## src/rtl/gate_bcd_counter_if.sv

```systemverilog
// gate_bcd_counter_if: measured-signal inputs and live/latched BCD count outputs of the gated counter.
interface gate_bcd_counter_if;
    logic            sig_in_i;
    logic            gate_tick_i;
    logic [6:0][3:0] num_o;
    logic            latch_pulse_o;
    logic            ovf_o;
    logic            counting_o;
    modport master (output sig_in_i, gate_tick_i, input num_o, latch_pulse_o, ovf_o, counting_o);
    modport slave  (input sig_in_i, gate_tick_i, output num_o, latch_pulse_o, ovf_o, counting_o);
endinterface

```

## src/rtl/gate_bcd_counter.sv

```systemverilog
// gate_bcd_counter: gated 7-digit BCD edge counter with end-of-window latch pulse.
// Define GATE_CNT_SAT_EN to saturate at 9999999 on overflow; otherwise the count wraps.
module gate_bcd_counter #(
    parameter int SYNC_STAGES = 2
) (
    input logic               clk,
    input logic               rst,
    gate_bcd_counter_if.slave bus
);
    typedef enum logic [1:0] {IDLE, COUNT, LATCH, CLEAR} state_t;
    state_t                 state_q;
    logic [SYNC_STAGES-1:0] sync_q;
    logic                   prev_q;
    logic                   latch_q;
    logic                   ovf_q;
    logic                   counting_q;
    logic [6:0][3:0]        num_q;
    logic [6:0][3:0]        inc_d;
    logic [6:0][3:0]        num_d;
    logic                   all_nine;
    logic                   rise_d;
    assign rise_d = sync_q[SYNC_STAGES-1] & ~prev_q;
    // all_nine ends up set only when every digit is 9, i.e. the next edge overflows
    always_comb begin
        all_nine = 1'b1;
        for (int i = 0; i < 7; i++) begin
            inc_d[i] = all_nine ? ((num_q[i] == 4'd9) ? 4'd0 : num_q[i] + 4'd1) : num_q[i];
            all_nine = all_nine & (num_q[i] == 4'd9);
        end
    end
`ifdef GATE_CNT_SAT_EN
    assign num_d = all_nine ? num_q : inc_d;
`else
    assign num_d = inc_d;
`endif
    always_ff @(posedge clk or negedge rst) begin
        if (!rst) begin
            state_q    <= IDLE;
            sync_q     <= '0;
            prev_q     <= 1'b0;
            num_q      <= '0;
            ovf_q      <= 1'b0;
            latch_q    <= 1'b0;
            counting_q <= 1'b0;
        end else begin
            sync_q <= {sync_q[SYNC_STAGES-2:0], bus.sig_in_i};
            prev_q <= sync_q[SYNC_STAGES-1];
            case (state_q)
                IDLE: if (bus.gate_tick_i) begin
                    state_q    <= COUNT;
                    counting_q <= 1'b1;
                end
                COUNT: begin
                    if (rise_d) begin
                        num_q <= num_d;
                        ovf_q <= ovf_q | all_nine;
                    end
                    if (bus.gate_tick_i) begin
                        state_q    <= LATCH;
                        latch_q    <= 1'b1;
                        counting_q <= 1'b0;
                    end
                end
                LATCH: begin
                    state_q <= CLEAR;
                    latch_q <= 1'b0;
                    num_q   <= '0;
                    ovf_q   <= 1'b0;
                end
                default: begin
                    state_q    <= COUNT;
                    counting_q <= 1'b1;
                end
            endcase
        end
    end
    assign bus.num_o         = num_q;
    assign bus.latch_pulse_o = latch_q;
    assign bus.ovf_o         = ovf_q;
    assign bus.counting_o    = counting_q;
endmodule

```

## src/flat_wrapper.sv

```systemverilog
// flat-port wrapper written by rule: the top's interface ports become plain ports
module gate_bcd_counter_flat 
#(
    parameter int SYNC_STAGES = 2
)
  (clk, rst, bus_sig_in_i, bus_gate_tick_i, bus_num_o, bus_latch_pulse_o, bus_ovf_o, bus_counting_o);
  gate_bcd_counter_if bus_i ();
  input logic clk;
  input logic rst;
  input wire logic [$bits(bus_i.sig_in_i)-1:0] bus_sig_in_i;
  input wire logic [$bits(bus_i.gate_tick_i)-1:0] bus_gate_tick_i;
  output wire logic [$bits(bus_i.num_o)-1:0] bus_num_o;
  output wire logic [$bits(bus_i.latch_pulse_o)-1:0] bus_latch_pulse_o;
  output wire logic [$bits(bus_i.ovf_o)-1:0] bus_ovf_o;
  output wire logic [$bits(bus_i.counting_o)-1:0] bus_counting_o;
  assign bus_i.sig_in_i = bus_sig_in_i;
  assign bus_i.gate_tick_i = bus_gate_tick_i;
  assign bus_num_o = bus_i.num_o;
  assign bus_latch_pulse_o = bus_i.latch_pulse_o;
  assign bus_ovf_o = bus_i.ovf_o;
  assign bus_counting_o = bus_i.counting_o;
  gate_bcd_counter #(.SYNC_STAGES(SYNC_STAGES)) u_core (.clk(clk), .rst(rst), .bus(bus_i));
endmodule
```

## config.mk

```make
export PLATFORM = sky130hd
export DESIGN_NAME = gate_bcd_counter_flat
export DESIGN_NICKNAME = d
export VERILOG_FILES = /design/src/rtl/gate_bcd_counter_if.sv /design/src/rtl/gate_bcd_counter.sv /design/src/flat_wrapper.sv
export SDC_FILE = /design/constraint.sdc
export NUM_CORES = 1
export LEC_CHECK = 0
export CAP_MARGIN = 20
export CORE_MARGIN = 1
export CORE_UTILIZATION = 30
export CTS_CLUSTER_DIAMETER = 30
export CTS_CLUSTER_SIZE = 30
export DETAILED_ROUTE_END_ITERATION = 6
export PLACE_DENSITY = 0.49
export SLEW_MARGIN = 30
export SYNTH_ARGS = -nofsm -noshare
export SYNTH_HDL_FRONTEND = slang
export SYNTH_SLANG_ARGS = --single-unit
export TNS_END_PERCENT = 5
```

## constraint.sdc

```tcl
create_clock -name clk -period 4.3 [get_ports clk]
set_input_delay 0.645 -clock clk [delete_from_list [all_inputs] [get_ports clk]]
set_output_delay 0.645 -clock clk [all_outputs]
set_load 0.02 [all_outputs]
```

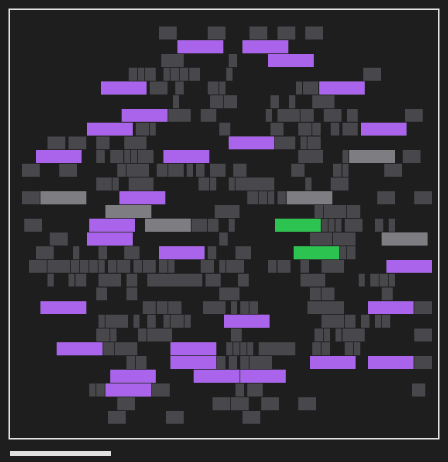
Figure 1: sequential cells coloured by netlist name.
Bar = 20 um. Other sequential cells in the stronger grey, the rest of the logic in the fainter grey.
Green marks u_core.state_q, flops 2. Purple marks u_core.bus.num_o, flops 28, where all over the die.
Another 6 sequential cells are not coloured.
register area: 900.9 sq um
Seq area share: 34.77%
Seq. pwr: 617 uW
final core utilization: 39.90%

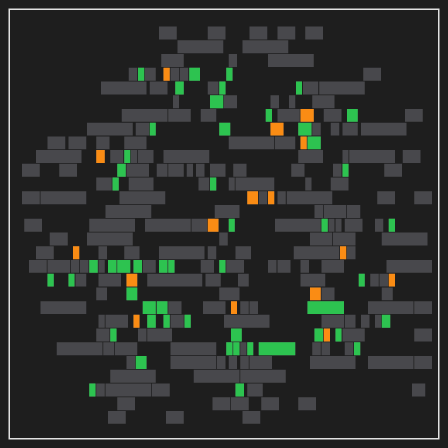
Figure 2: selected gate families.
Orange marks nor cells, cells 16. Green marks nand cells, cells 51.
Commonest Layout Cell: dfrtp_1
logic share of the area: 42.30%
final std cells w/o fill: 329

==> results_dict.tcl <==
# yosys + openroad results
set metrics [dict create \
    cpPeakStageDelay_ns 0.53 \
    h-tree-depth 2 \
    finClkSkew_ns 0.006248 \
    die_w_um 84.81 \
    synth-edff-count 0 \
    worst_pin_slew_ns 0.6667 \
    met1_usage_pct 18.82 \
    worst_path_max_delay_cell "o21ai_1" \
    cts_hold_buf 0 \
    first_pass_iters 6 \
    failed_checks "DRC" \
    syn_inst 213 \
    most_common_cell "dfrtp_1" \
    outcome "finished, violations left" \
    cts_tree "yes" \
    slew_viol_final 0 \
    routed-wl-met2_um 1798 \
    std_cell_rows 29 \
    grt_overflow 0 \
    max-cap-violations 0 \
    pg_comb_uw 1110 \
    slew-limit-headroom_pct 55.55 \
    p_comb_share_pct 54.8 \
    start_kind "flip-flop" \
    drc 2 \
    p_int_uw 1127 \
    hold_viol 0 \
    area.growth.synth_to_final_pct 25.97 \
    ff_type "dfrtp_1" \
    ys.flops 36 \
    ys_seq_share_pct 43.80 \
    ios 35 \
    top_power_group "combinational cells" \
    grt_pass1_vias 1503 \
    dp_slack_ns 1.950 \
    power_leakage_uw 0.001161 \
    holdWs_ns 0.3408 \
    io_buffer_count 34 \
]
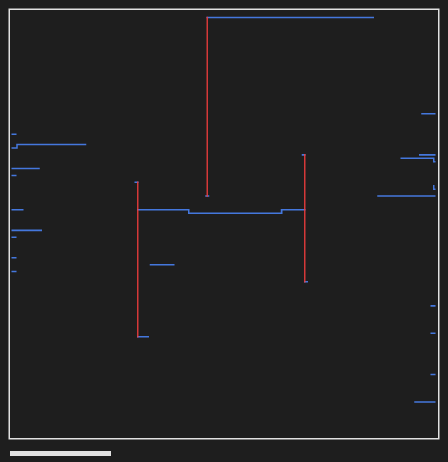
Figure 3: wiring by layer.
Bar = 20 um. Only two layers are drawn.
Red marks metal 4, wire length 91.1 um. Blue marks metal 3, wire length 138 um.
Routed WL: 4323 um
routed len/inst: 13.14 um
gr usage total: 13.07%
via count: 1624

## sequential cells by signal, summed over array words and instances, names as in the netlist
name,flops
u_core.bus.latch_pulse_o,1
u_core.bus.counting_o,1
u_core.state_q,2
u_core.bus.ovf_o,1
u_core.prev_q,1
u_core.sync_q,2
u_core.bus.num_o,28
## layout make-up
cell class / instances / area [sq um] / area share (%)
multi-input cells: 161 / 1096 / 42.30
repair buffers: 34 / 337.8 / 13.04
inverters: 13 / 48.80 / 1.883
well taps: 77 / 96.34 / 3.718
clock buffers: 5 / 68.82 / 2.656
clock inverters: 3 / 42.54 / 1.642
flip-flops and latches: 36 / 900.9 / 34.77
## cell families (layout without fill, tap and decap cells)
| group | after synthesis | count (layout) | synth area share, % |
|---|---|---|---|
| buffers and inverters | 16 | 55 | 2.920 |
| flip-flops | 36 | 36 | 43.80 |
| multiplexers | 5 | 5 | 2.494 |
| AND/OR/NAND/NOR | 84 | 84 | 23.18 |
| XOR/XNOR | 2 | 2 | 0.8517 |
| adder cells (fa/ha/maj) | 18 | 18 | 10.95 |
| AND-OR/OR-AND | 52 | 52 | 15.82 |
## worst paths after layout
| check | slack [ns] | depth (start not counted) | from | end |
|---|---|---|---|---|
| worst max register to register | 1.90 | 7 | u_core.state_q[1] | u_core.bus.num_o[20] |
| min in group clk | 0.36 | 0 | u_core.sync_q[0] | u_core.sync_q[1] |
| worst min register to register | 0.36 | 0 | u_core.sync_q[0] | u_core.sync_q[1] |
| worst max-delay path | 1.90 | 7 | u_core.state_q[1] | u_core.bus.num_o[20] |
| worst min-delay path | 0.34 | 1 | rst | u_core.bus.num_o[4] |
| max in group asynchronous | 3.60 | 1 | rst | u_core.bus.num_o[11] |
Power and IR drop assume default switching activity.
